run_1/clocks.png
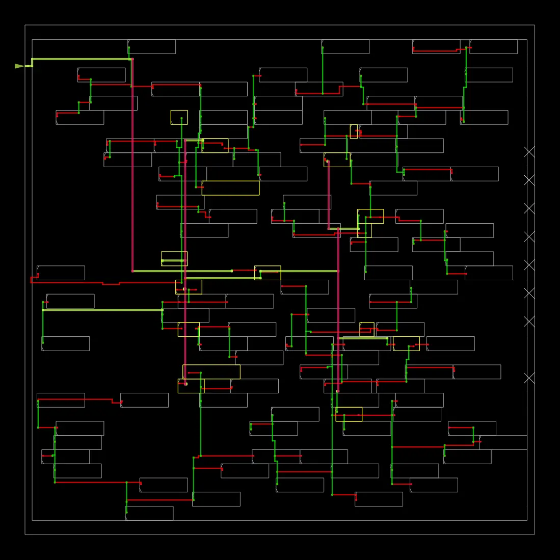
run_1/flops_by_reg.png
Bar = 20 µm.
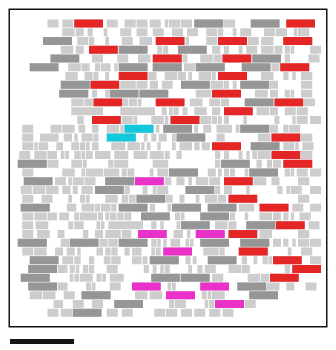
run_1/placement_by_type.png
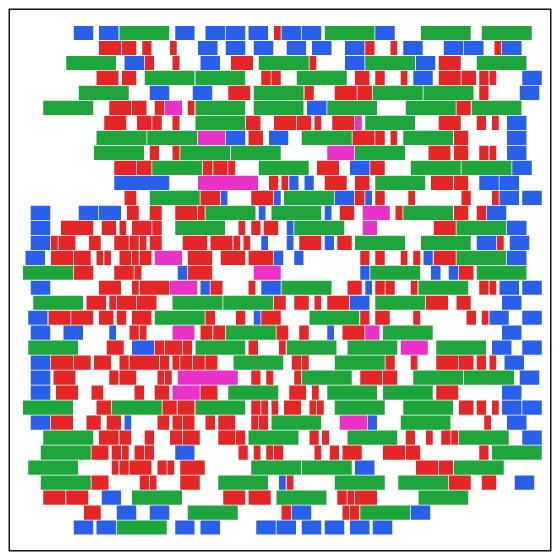
### src/rtl/if_pkg.sv
// Shared types and constants for the instruction-fetch stage.
package if_pkg;

   localparam int unsigned PC_W    = 8;
   localparam int unsigned INSTR_W = 32;

   localparam logic [INSTR_W-1:0] NOP_INSTR = '0;

   typedef enum logic [1:0] {
      FETCH = 2'd0,
      HOLD  = 2'd1,
      DROP  = 2'd2
   } fetch_state_t;

   // IF/ID payload: instruction plus the address of the next sequential fetch
   typedef struct packed {
      logic [INSTR_W-1:0] instr;
      logic [PC_W-1:0]    pc1;
   } if_id_t;

   function automatic logic [PC_W-1:0] pc_inc(input logic [PC_W-1:0] pc);
      return PC_W'(pc + PC_W'(1));
   endfunction

endpackage

### src/rtl/if_skid_buf.sv
// One-entry skid register holding an instruction that returned while decode was stalled.
module if_skid_buf
   import if_pkg::*;
(
   input  logic               clk,
   input  logic               rst,
   input  logic               i_load,
   input  logic               i_clear,
   input  logic [INSTR_W-1:0] i_instr,
   input  logic [PC_W-1:0]    i_pc1,
   output logic [INSTR_W-1:0] o_instr,
   output logic [PC_W-1:0]    o_pc1,
   output logic               o_valid
);

   if_id_t r_entry;
   logic   r_valid;

   // Clear wins over load; the fetch FSM never asserts both together
   always_ff @(posedge clk or posedge rst) begin
      if (rst) begin
         r_entry <= '0;
         r_valid <= 1'b0;
      end else if (i_clear) begin
         r_valid <= 1'b0;
      end else if (i_load) begin
         r_entry <= '{instr: i_instr, pc1: i_pc1};
         r_valid <= 1'b1;
      end
   end

   assign o_instr = r_entry.instr;
   assign o_pc1   = r_entry.pc1;
   assign o_valid = r_valid;

endmodule

### src/rtl/if_fetch_unit.sv
// Instruction-fetch stage: PC ownership, imem req/ack handshake, stall skid and
// redirect squashing; writes the IF/ID register inputs.
module if_fetch_unit
   import if_pkg::*;
#(
   parameter logic [PC_W-1:0] RESET_PC = '0
)(
   input  logic               clk,
   input  logic               rst,
   input  logic               stall_i,
   input  logic               redirect_i,
   input  logic [PC_W-1:0]    redirect_pc_i,
   output logic               imem_req_o,
   output logic [PC_W-1:0]    imem_addr_o,
   input  logic               imem_ack_i,
   input  logic [INSTR_W-1:0] imem_rdata_i,
   output logic [PC_W-1:0]    pc_plus1_o,
   output logic [INSTR_W-1:0] instr_o,
   output logic               instr_valid_o
);

   fetch_state_t       r_state;
   logic [PC_W-1:0]    r_fetch_pc;
   logic [PC_W-1:0]    r_target;
   logic [PC_W-1:0]    r_pc_plus1;
   logic [INSTR_W-1:0] r_instr;
   logic               r_valid;

   fetch_state_t       w_state_nxt;
   logic [PC_W-1:0]    w_pc_nxt;
   logic [PC_W-1:0]    w_target_nxt;
   logic [PC_W-1:0]    w_pc1_nxt;
   logic [INSTR_W-1:0] w_instr_nxt;
   logic               w_valid_nxt;
   logic               w_skid_load;
   logic               w_skid_clear;
   logic [PC_W-1:0]    w_pc_inc;
   logic [INSTR_W-1:0] w_skid_instr;
   logic [PC_W-1:0]    w_skid_pc1;
   logic               w_skid_valid;

   assign w_pc_inc = pc_inc(r_fetch_pc);

   if_skid_buf u_skid (
      .clk     (clk),
      .rst     (rst),
      .i_load  (w_skid_load),
      .i_clear (w_skid_clear),
      .i_instr (imem_rdata_i),
      .i_pc1   (w_pc_inc),
      .o_instr (w_skid_instr),
      .o_pc1   (w_skid_pc1),
      .o_valid (w_skid_valid)
   );

   // State, PC and IF/ID output registers
   always_ff @(posedge clk or posedge rst) begin
      if (rst) begin
         r_state    <= FETCH;
         r_fetch_pc <= RESET_PC;
         r_target   <= RESET_PC;
         r_pc_plus1 <= '0;
         r_instr    <= NOP_INSTR;
         r_valid    <= 1'b0;
      end else begin
         r_state    <= w_state_nxt;
         r_fetch_pc <= w_pc_nxt;
         r_target   <= w_target_nxt;
         r_pc_plus1 <= w_pc1_nxt;
         r_instr    <= w_instr_nxt;
         r_valid    <= w_valid_nxt;
      end
   end

   // Next-state, PC and output selection; redirect outranks stall and fetch
   always_comb begin
      w_state_nxt  = r_state;
      w_pc_nxt     = r_fetch_pc;
      w_target_nxt = r_target;
      w_pc1_nxt    = r_pc_plus1;
      w_instr_nxt  = r_instr;
      w_valid_nxt  = r_valid;
      w_skid_load  = 1'b0;
      w_skid_clear = 1'b0;

      case (r_state)
         FETCH: begin
            if (redirect_i) begin
               w_instr_nxt = NOP_INSTR;
               w_valid_nxt = 1'b0;
               if (imem_ack_i) begin
                  w_pc_nxt = redirect_pc_i;
               end else begin
                  w_target_nxt = redirect_pc_i;
                  w_state_nxt  = DROP;
               end
            end else if (imem_ack_i) begin
               w_pc_nxt = w_pc_inc;
               if (stall_i) begin
                  w_skid_load = 1'b1;
                  w_state_nxt = HOLD;
               end else begin
                  w_instr_nxt = imem_rdata_i;
                  w_pc1_nxt   = w_pc_inc;
                  w_valid_nxt = 1'b1;
               end
            end else if (!stall_i) begin
               w_instr_nxt = NOP_INSTR;
               w_valid_nxt = 1'b0;
            end
         end

         HOLD: begin
            if (redirect_i) begin
               w_instr_nxt  = NOP_INSTR;
               w_valid_nxt  = 1'b0;
               w_pc_nxt     = redirect_pc_i;
               w_skid_clear = 1'b1;
               w_state_nxt  = FETCH;
            end else if (!stall_i) begin
               w_instr_nxt  = w_skid_instr;
               w_pc1_nxt    = w_skid_pc1;
               w_valid_nxt  = w_skid_valid;
               w_skid_clear = 1'b1;
               w_state_nxt  = FETCH;
            end
         end

         DROP: begin
            // Squashed request stays on the bus until acked; its data is discarded
            w_instr_nxt = NOP_INSTR;
            w_valid_nxt = 1'b0;
            if (imem_ack_i) begin
               w_pc_nxt    = redirect_i ? redirect_pc_i : r_target;
               w_state_nxt = FETCH;
            end else if (redirect_i) begin
               w_target_nxt = redirect_pc_i;
            end
         end

         default: begin
            w_state_nxt = FETCH;
         end
      endcase
   end

   assign imem_req_o    = !rst && (r_state != HOLD);
   assign imem_addr_o   = r_fetch_pc;
   assign pc_plus1_o    = r_pc_plus1;
   assign instr_o       = r_instr;
   assign instr_valid_o = r_valid;

endmodule

### config.mk
export PLATFORM = sky130hd
export DESIGN_NAME = if_fetch_unit
export DESIGN_NICKNAME = d
export VERILOG_FILES = /design/src/rtl/if_pkg.sv /design/src/rtl/if_skid_buf.sv /design/src/rtl/if_fetch_unit.sv
export SDC_FILE = /design/constraint.sdc
export NUM_CORES = 1
export LEC_CHECK = 0
export CAP_MARGIN = 20
export CORE_UTILIZATION = 50
export DETAILED_ROUTE_END_ITERATION = 12
export GPL_TIMING_DRIVEN = 0
export PLACE_DENSITY = 0.74
export SLEW_MARGIN = 20
export SYNTH_ARGS = -nofsm -noshare
export SYNTH_HDL_FRONTEND = slang
export SYNTH_SLANG_ARGS = --single-unit
### constraint.sdc
create_clock -name clk -period 9.66 [get_ports clk]
set_input_delay 1.932 -clock clk [delete_from_list [all_inputs] [get_ports clk]]
set_output_delay 1.932 -clock clk [all_outputs]
set_load 0.1 [all_outputs]
==> impl_metrics.toml, run 1 <==
# yosys + openroad results
[synth]
ys_area_um2 = 4610
top_area_cell = "dfrtp_1"
yosys.stat.seqShare_pct = 54.3
async_flop_share_pct = 100
synthCells = 417
synth_top_flop_cell = "dfrtp_1"
top_cells_by_area = "dfrtp_1 (54%), mux2_2 (11%), o21ai_0 (6.1%)"
ys_top_cells_by_count = "dfrtp_1 (100), nand2_1 (59), o21ai_0 (56)"

[worst_setup_path]
cpMostUsedCell = "clkdlybuf4s50_1"
timing.critical_path.slowest_stage_cell = "clkdlybuf4s50_1"
regToRegEndpoint = "instr_o[12]"
critical_path_required_ns = 7.73
critical_path_peak_fanout = 2
path_delay_family = "buffers and inverters"

[sta]
fin_worst_hold_slack_ns = 0.483
report.final.setup_viol = 0
slew_headroom_pct = 31.3
rsz0062_at_grt = "no"
hold_violations = 0
timing.final.max_slew_violations = 0
max_clock_freq_ghz = 0.178

[place]
place_area_um2 = 5720
place_congestion = 0.852
placed_cells = 620

[pwr]
peakVddDrop_mv = 0.212
pwr_density_cell_nw_per_um2 = 364
power_leakage_nw = 2.48

[finish]
final_nets = 574
non_filler_cells_in_the_finished_layout = 636
filler_cell_count = 688

[outcome]
run_status = "finished with violations"
failed_checks = "design-rule violations"

[floorplanning]
die.size.x_um = 98.0
die_h_um = 98.0
chipArea_um2 = 9610

[hold_path]
min-delay-start = "instr_o[24]"
hold_depth = 2
hold_path_class = "reg2reg"

[clocking]
h_tree_levels = 3
cts_tree = "done"
numCtsBuffers = 9
hold_buffers = 0

[routing]
drt_drc_violations_left = 8
route.detailed.vias_per_inst = 5.68
wire_per_inst_um = 16.7

[grt]
grt_first_pass_wirelength_um = 17600
## Picture notes: clocks.png
count of clock tree sinks: 100
final setup skew: 0.0106 ns

## Picture notes: flops_by_reg.png
Key: magenta = `pc_plus1_o` [sequential cells 8, where bottom centre]; cyan = `r_state` [sequential cells 2]; red = `instr_o` [sequential cells 32, where all over the die]
Another 58 sequential cells are not coloured.
sequential share of cell area: 42.1%
total area of sequential cells: 2500 µm²
sequential group power: 0.698 mW

## Picture notes: placement_by_type.png
Key: green = sequential cells [cells 100, share of their area 43%]; blue = remaining buffers and delay cells [cells 123, share of their area 19%]; red = combinational and other logic [cells 289, share of their area 34%]; magenta = clock drivers and dummy loads [cells 16, share of their area 3.8%]
count of standard-cell rows: 34
placeable core region: 8810 µm²
fin area: 5940 µm²
final design utilization: 67.5%

-- run 1: routing by layer --
layer | global-route usage (%) | vias up | share of wire [%]
met5 | 0 | - | 0
met4 | 8.16 | 0 | 1.7
met3 | 3.44 | 17 | 4.3
met2 | 37.1 | 90 | 49
met1 | 32.6 | 1789 | 45
li1 | - | 1717 | -
-- run 1: layout make-up --
cell class                      instances  area share [%]
Sequential cell                       100            42.1
Multi-Input combinational cell        282            32.8
Timing Repair Buffer                   95            16.3
Buffer                                 28            2.27
Tap cell                              108            2.27
Clock buffer                           10            2.15
Clock inverter                          6            1.60
Inverter                                7           0.527
-- run 1: power by group --
group | switching, mW | internal, mW | total, mW
Sequential | 0.109 | 0.589 | 0.698
Combinational | 0.802 | 0.360 | 1.16
Clock | 0.152 | 0.149 | 0.301
Total | 1.06 | 1.10 | 2.16
-- run 1: cells by family after synthesis --
group	after synthesis	share of synthesized area, %
muxes	50	12.1
adders and majority gates	6	1.63
buffers and inverters	35	3.50
and+or+nand+nor	97	9.66
xor gates and xnor gates	4	0.760
DFF	100	54.3
AOI/OAI and AO/OA	125	18.1
-- run 1: tightest hold or removal path, delay by kind of cell, from the launching register on --
| family | cells | cell delay (ns) |
|---|---|---|
| AOI/OAI and AO/OA | 1 | 0.06 |
| and+or+nand+nor | 1 | 0.04 |
| DFF | 1 | 0.35 |
-- run 1: flip-flops by register name, summed over array words and instances, names as in the netlist --
register / flops
imem_addr_o: 8
instr_o: 32
instr_valid_o: 1
pc_plus1_o: 8
r_state: 2
r_target: 8
u_skid.o_instr: 32
u_skid.o_pc1: 8
u_skid.o_valid: 1
-- run 1: cells in the final DEF (no fill, tap or decap), types with 3 or more instances in the layout --
cell | Yosys | final
buf_2 | 12 | 12
and2_1 | 4 | 4
nor2b_1 | 4 | 4
nor2_1 | 8 | 8
a21oi_1 | 7 | 7
o21ai_0 | 56 | 56
nand3_1 | 3 | 3
clkbuf_1 | 14 | 15
ha_1 | 6 | 6
clkdlybuf4s50_1 | 0 | 94
and3_1 | 4 | 4
clkbuf_8 | 0 | 9
a221o_1 | 4 | 4
a221oi_1 | 5 | 5
a22oi_1 | 35 | 35
mux2i_1 | 4 | 4
nand2_1 | 59 | 59
nand2b_1 | 3 | 3
nor3_1 | 3 | 3
mux2_2 | 45 | 45
inv_1 | 7 | 6
dfrtp_1 | 100 | 100
-- run 1: worst max-delay path by stage --
stage / end / slack [ns] / depth (start not counted) / start
final: imem_req_o / 4.05 / 3 / rst
after global routing: imem_req_o / 4.01 / 3 / rst
after CTS: imem_req_o / 4.04 / 3 / rst
after detailed placement: imem_req_o / 4.05 / 3 / rst
after global placement: instr_o[25] / 3.62 / 2 / rst
after floorplan: imem_req_o / 4.55 / 1 / rst
## Run 2: what changed since run 1
- clock period: 9.66 -> 5.6 ns (I/O delays scaled with it)
run_2/clocks.png
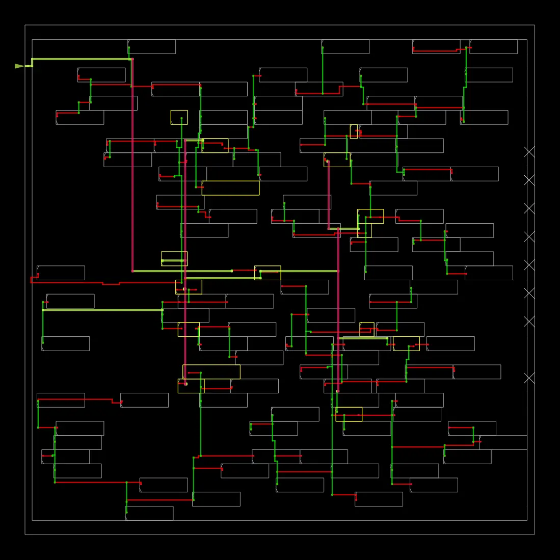
power in the clock group: 0.519 mW
Inserted Clock Buffers: 9

run_2/placement_by_type.png
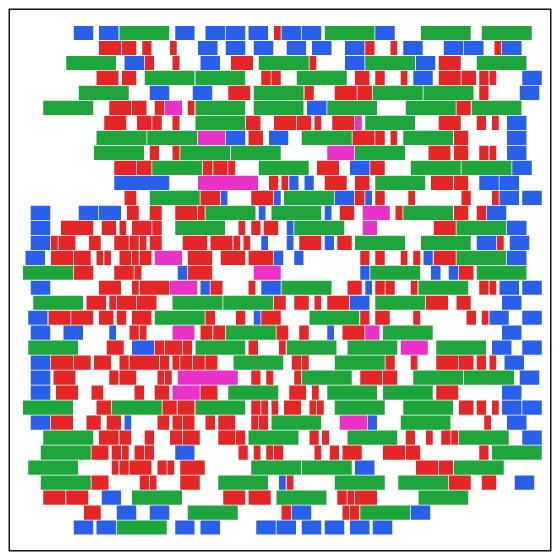
Key: magenta = clock drivers and dummy loads [cells 16, share of their area 3.8%]; red = combinational and other logic [cells 289, share of their area 34%]; blue = remaining buffers and delay cells [cells 123, share of their area 19%]; green = sequential cells [cells 100, share of their area 43%]

run_2/clk_routes.png
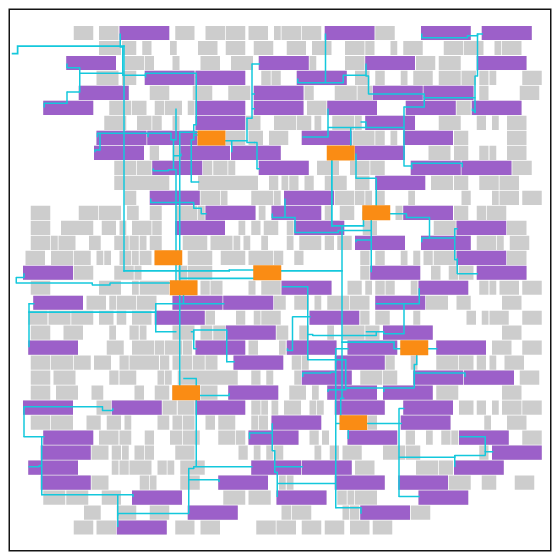
Key: purple = flip-flops [count 100]; cyan = clock wires [length 1,140 µm]; orange = clock drivers [count 9]
There are 10 routed clock nets.
clk latency late pin: 0.37 ns
part of the total power dissipated in the clock network: 13.9%

==> run 2 against run 1 <==
Against the previous run: the run still ends with design-rule violations left; clock skew unchanged; clock-buffer cell count unchanged; sequential share of layout area stayed put; design area unchanged; via count unchanged; clock power rose by 72%; sequential power is 72% higher; hold slack unchanged; largest power group unchanged.
==> impl_metrics.toml, run 2 <==
# yosys + openroad results
[place]
place_congestion = 0.852
placed_cells = 620

[synth]
synth_top_flop_cell = "dfrtp_1"
ys_top_cells_by_count = "dfrtp_1 (100), nand2_1 (59), o21ai_0 (56)"
ys_area_um2 = 4610
top_cells_by_area = "dfrtp_1 (54%), mux2_2 (11%), o21ai_0 (6.1%)"
top_area_cell = "dfrtp_1"

[routing]
met2RoutedLength_um = 5230
drt_drc_violations_left = 8

[sta]
slew_headroom_pct = 31.3
max_clock_freq_ghz = 0.251
finClkSkew_ns = 0.0106

[pwr]
peakVddDrop_mv = 0.365
power_leakage_nw = 2.48

[floorplanning]
chipArea_um2 = 9610
die_h_um = 98.0
design.core.area_um2 = 8810
die.size.x_um = 98.0

[outcome]
run_status = "finished with violations"
failed_checks = "design-rule violations"

[clocking]
hold_buffers = 0
h_tree_levels = 3

[finish]
filler_cell_count = 688
layout.area.seq_um2 = 2500
final_layout_top_logic_cells = "dfrtp_1 (100), clkdlybuf4s50_1 (94), nand2_1 (59), o21ai_0 (56), mux2_2 (45)"

[hold_path]
hold_depth = 2
min-delay-start = "instr_o[24]"

[worst_setup_path]
critical_path_peak_fanout = 2
run 2: per-layer routing:
metal  up-vias  GRT usage (%)
met5         -              0
met4         0           8.16
met3        17           3.44
met2        90           37.1
met1      1789           32.6
li1       1717              -
run 2: through the flow:
step	worst slack [ns]	utilization (%)
final	1.62	67.5
after global routing	1.57	67.5
after CTS	1.60	67.5
after detailed placement	1.61	64.9
after global placement	0.368	64.6
after floorplan	1.86	-
run 2: kinds of logic after synthesis:
kind of cell | count (synthesis) | share of synthesized area, %
flip-flops | 100 | 54.3
AND-OR/OR-AND | 125 | 18.1
adder cells (fa/ha/maj) | 6 | 1.63
multiplexers | 50 | 12.1
AND/OR/NAND/NOR | 97 | 9.66
XOR/XNOR | 4 | 0.760
buffers and inverters | 35 | 3.50
run 2: layout make-up:
cell class                      instances  share of cell area [%]
Sequential cell                       100                    42.1
Multi-Input combinational cell        282                    32.8
Timing Repair Buffer                   95                    16.3
Buffer                                 28                    2.27
Tap cell                              108                    2.27
Clock buffer                           10                    2.15
Clock inverter                          6                    1.60
Inverter                                7                   0.527
run 2: power breakdown:
group | switching (mW) | internal, mW | leakage (nW)
sequential | 0.188 | 1.02 | 1.27
combinational | 1.38 | 0.621 | 1.11
clock | 0.262 | 0.257 | 0.105
total | 1.83 | 1.89 | 2.48
run 2: worst max-delay path, stage by stage:
cell             delay (ns)
clkdlybuf4s50_1        0.48
nor2_1                 0.12
clkdlybuf4s50_1        1.14
run 2: worst max path at each step:
| stage | slack [ns] | cells after the start | to | startpoint |
|---|---|---|---|---|
| finish | 1.62 | 3 | imem_req_o | rst |
| floorplan | 1.86 | 1 | imem_addr_o[0] | rst |
| global route | 1.57 | 3 | imem_req_o | rst |
| global placement | 0.37 | 2 | instr_o[26] | rst |
| detailed placement | 1.61 | 3 | imem_req_o | rst |
| CTS | 1.60 | 3 | imem_req_o | rst |
## Run 3: what changed since run 2
- clock period: 5.6 -> 4 ns (I/O delays scaled with it)
run_3/sizes.png
Bar = 20 µm.
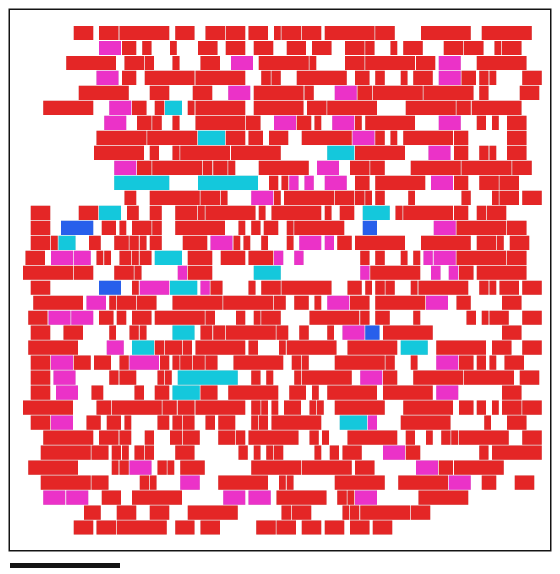
Key: blue = _3 and _4 cells [cells 4]; red = _0 and _1 cells [cells 444]; cyan = _6 and larger [cells 17]; magenta = _2 cells [cells 63]
number of buffers outside the clock class in the layout: 123
Setup WS post-layout: 0.656 ns
Layout area overhead: 28.9%

run_3/clk_routes.png
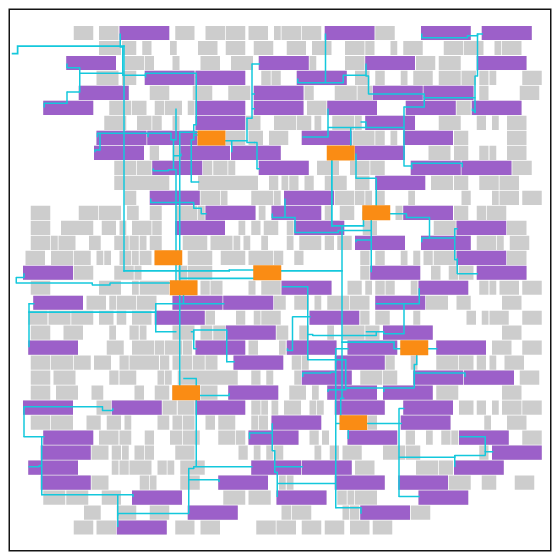
Key: purple = flip-flops [count 100]; orange = clock drivers [count 9]; cyan = clock wires [length 1,140 µm]
Position of the flops: all over the die.
power in the clock group: 0.726 mW

==> run 3 against run 2 <==
Against the previous run: sequential share of layout area unchanged; wire length unchanged; synthesized cell count unchanged; synthesized area unchanged; design area unchanged; the flow still finishes with violations (design-rule violations); register-to-register slack got worse by 1.6 ns; clock-buffer cell count unchanged.
==> impl_metrics.toml, run 3 <==
# yosys + openroad results
[sta]
max_clock_freq_ghz = 0.299
clock_period_minus_worst_slack_ns = 3.34
finClkSkew_ns = 0.0106
timing.final.max_slew_violations = 0
slew_headroom_pct = 31.3
rsz0062_at_grt = "no"

[finish]
comb_area_um2 = 1950
final_nets = 574
layout.core_utilization_pct = 67.5
layout.area.seq_um2 = 2500
filler_cell_count = 688
final_layout_top_logic_cells = "dfrtp_1 (100), clkdlybuf4s50_1 (94), nand2_1 (59), o21ai_0 (56), mux2_2 (45)"

[clocking]
cts.clk_slew.worst_paths_ns = 0.09
cts_tree = "done"
clk-insertion-delay-late_ns = 0.37
hold_buffers = 0
clockRootBuffer = "clkbuf_8"
numCtsBuffers = 9
h_tree_levels = 3
cts.repair_timing.setup_buffer_count = 0

[synth]
ys_area_um2 = 4610
syn-num-nets = 468
ys_top_cells_by_count = "dfrtp_1 (100), nand2_1 (59), o21ai_0 (56)"
synthCells = 417
top_area_cell = "dfrtp_1"
synth_top_flop_cell = "dfrtp_1"
top_cell = "dfrtp_1"
top_cells_by_area = "dfrtp_1 (54%), mux2_2 (11%), o21ai_0 (6.1%)"

[routing]
drt_drc_violations_left = 8
drt_pre_antenna_iters = 8
num_vias = 3613

[floorplanning]
chipArea_um2 = 9610
design.core.area_um2 = 8810
die_h_um = 98.0
floorplan.io_pins = 95
die.size.x_um = 98.0

[pwr]
peakVddDrop_mv = 0.511
power_leakage_nw = 2.48

[grt]
antenna_found_initial = 0
grt_first_pass_wirelength_um = 17600

[place]
pre_cts_slack_ns = 0.655
place_congestion = 0.852

[worst_setup_path]
critical_path_peak_fanout = 2
worst_setup_path_startpoint = "rst"

[outcome]
run_status = "finished with violations"
failed_checks = "design-rule violations"

[hold_path]
min-delay-start = "instr_o[24]"
run_3/clocks.png
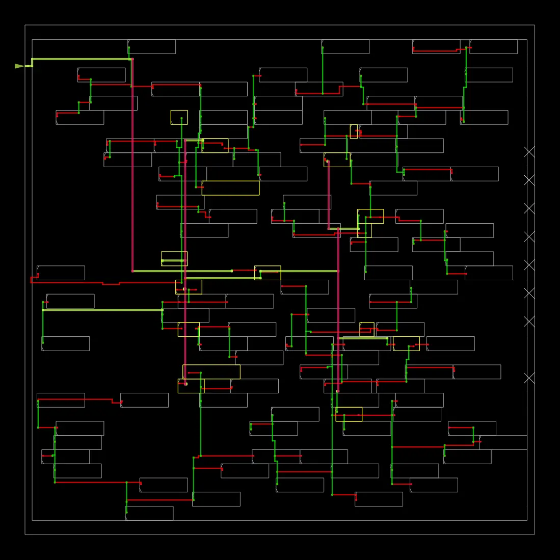
Seq cells: 100
total of clock buffers placed in the layout: 10

run 3: cell counts in the layout (fill, tap and decap cells not counted):
No cell type changed its count.
run 3: where the power goes:
part | internal (mW) | switching, mW
Combinational | 0.870 | 1.94
Sequential | 1.42 | 0.263
Clock | 0.359 | 0.367
run 3: worst paths after layout:
kind | endpoint | slack (ns) | cells after the start
worst min-delay path | instr_o[24] | 0.48 | 2
worst min register to register | instr_o[24] | 0.48 | 2
worst max register to register | instr_o[12] | 1.78 | 9
max in group asynchronous | u_skid.o_instr[24] | 2.54 | 3
worst max-delay path | imem_req_o | 0.66 | 3
min in group asynchronous | u_skid.o_instr[14] | 0.84 | 2
run 3: through the flow:
stage / area, µm² / hold slack (ns) / instances / power [mW] / TNS, ns
floorplan: 4610 / 0.442 / 417 / 3.80 / 0
CTS: 5940 / 0.490 / 636 / 5.23 / 0
finish: 5940 / 0.483 / 636 / 5.22 / 0
global placement: 5690 / 0.455 / 619 / 4.43 / -90.79
global route: 5940 / 0.515 / 636 / 5.48 / 0
detailed placement: 5720 / 0.469 / 620 / 4.51 / 0
run 3: cell type report:
type,instances,share of cell area (%)
flip-flops and latches,100,42.1
multi-input cells,282,32.8
repair buffers,95,16.3
plain buffers,28,2.27
well taps,108,2.27
clock buffers,10,2.15
clock inverters,6,1.60
inverters,7,0.527
run 3: critical path, cell delays in order:
cell             delay [ns]
clkdlybuf4s50_1        0.48
nor2_1                 0.12
clkdlybuf4s50_1        1.14
run 3: cells by family after synthesis:
group	synth area share (%)
AOI/OAI and AO/OA	18.1
DFF	54.3
and+or+nand+nor	9.66
muxes	12.1
buffers and inverters	3.50
adders and majority gates	1.63
xor gates and xnor gates	0.760
run 3: layer usage:
layer	vias up	wire length (µm)	GRT usage, %
met5	-	0	0
met4	0	179	8.16
met3	17	454	3.44
met2	90	5230	37.1
met1	1789	4770	32.6
li1	1717	-	-
Power and IR drop assume default switching activity.
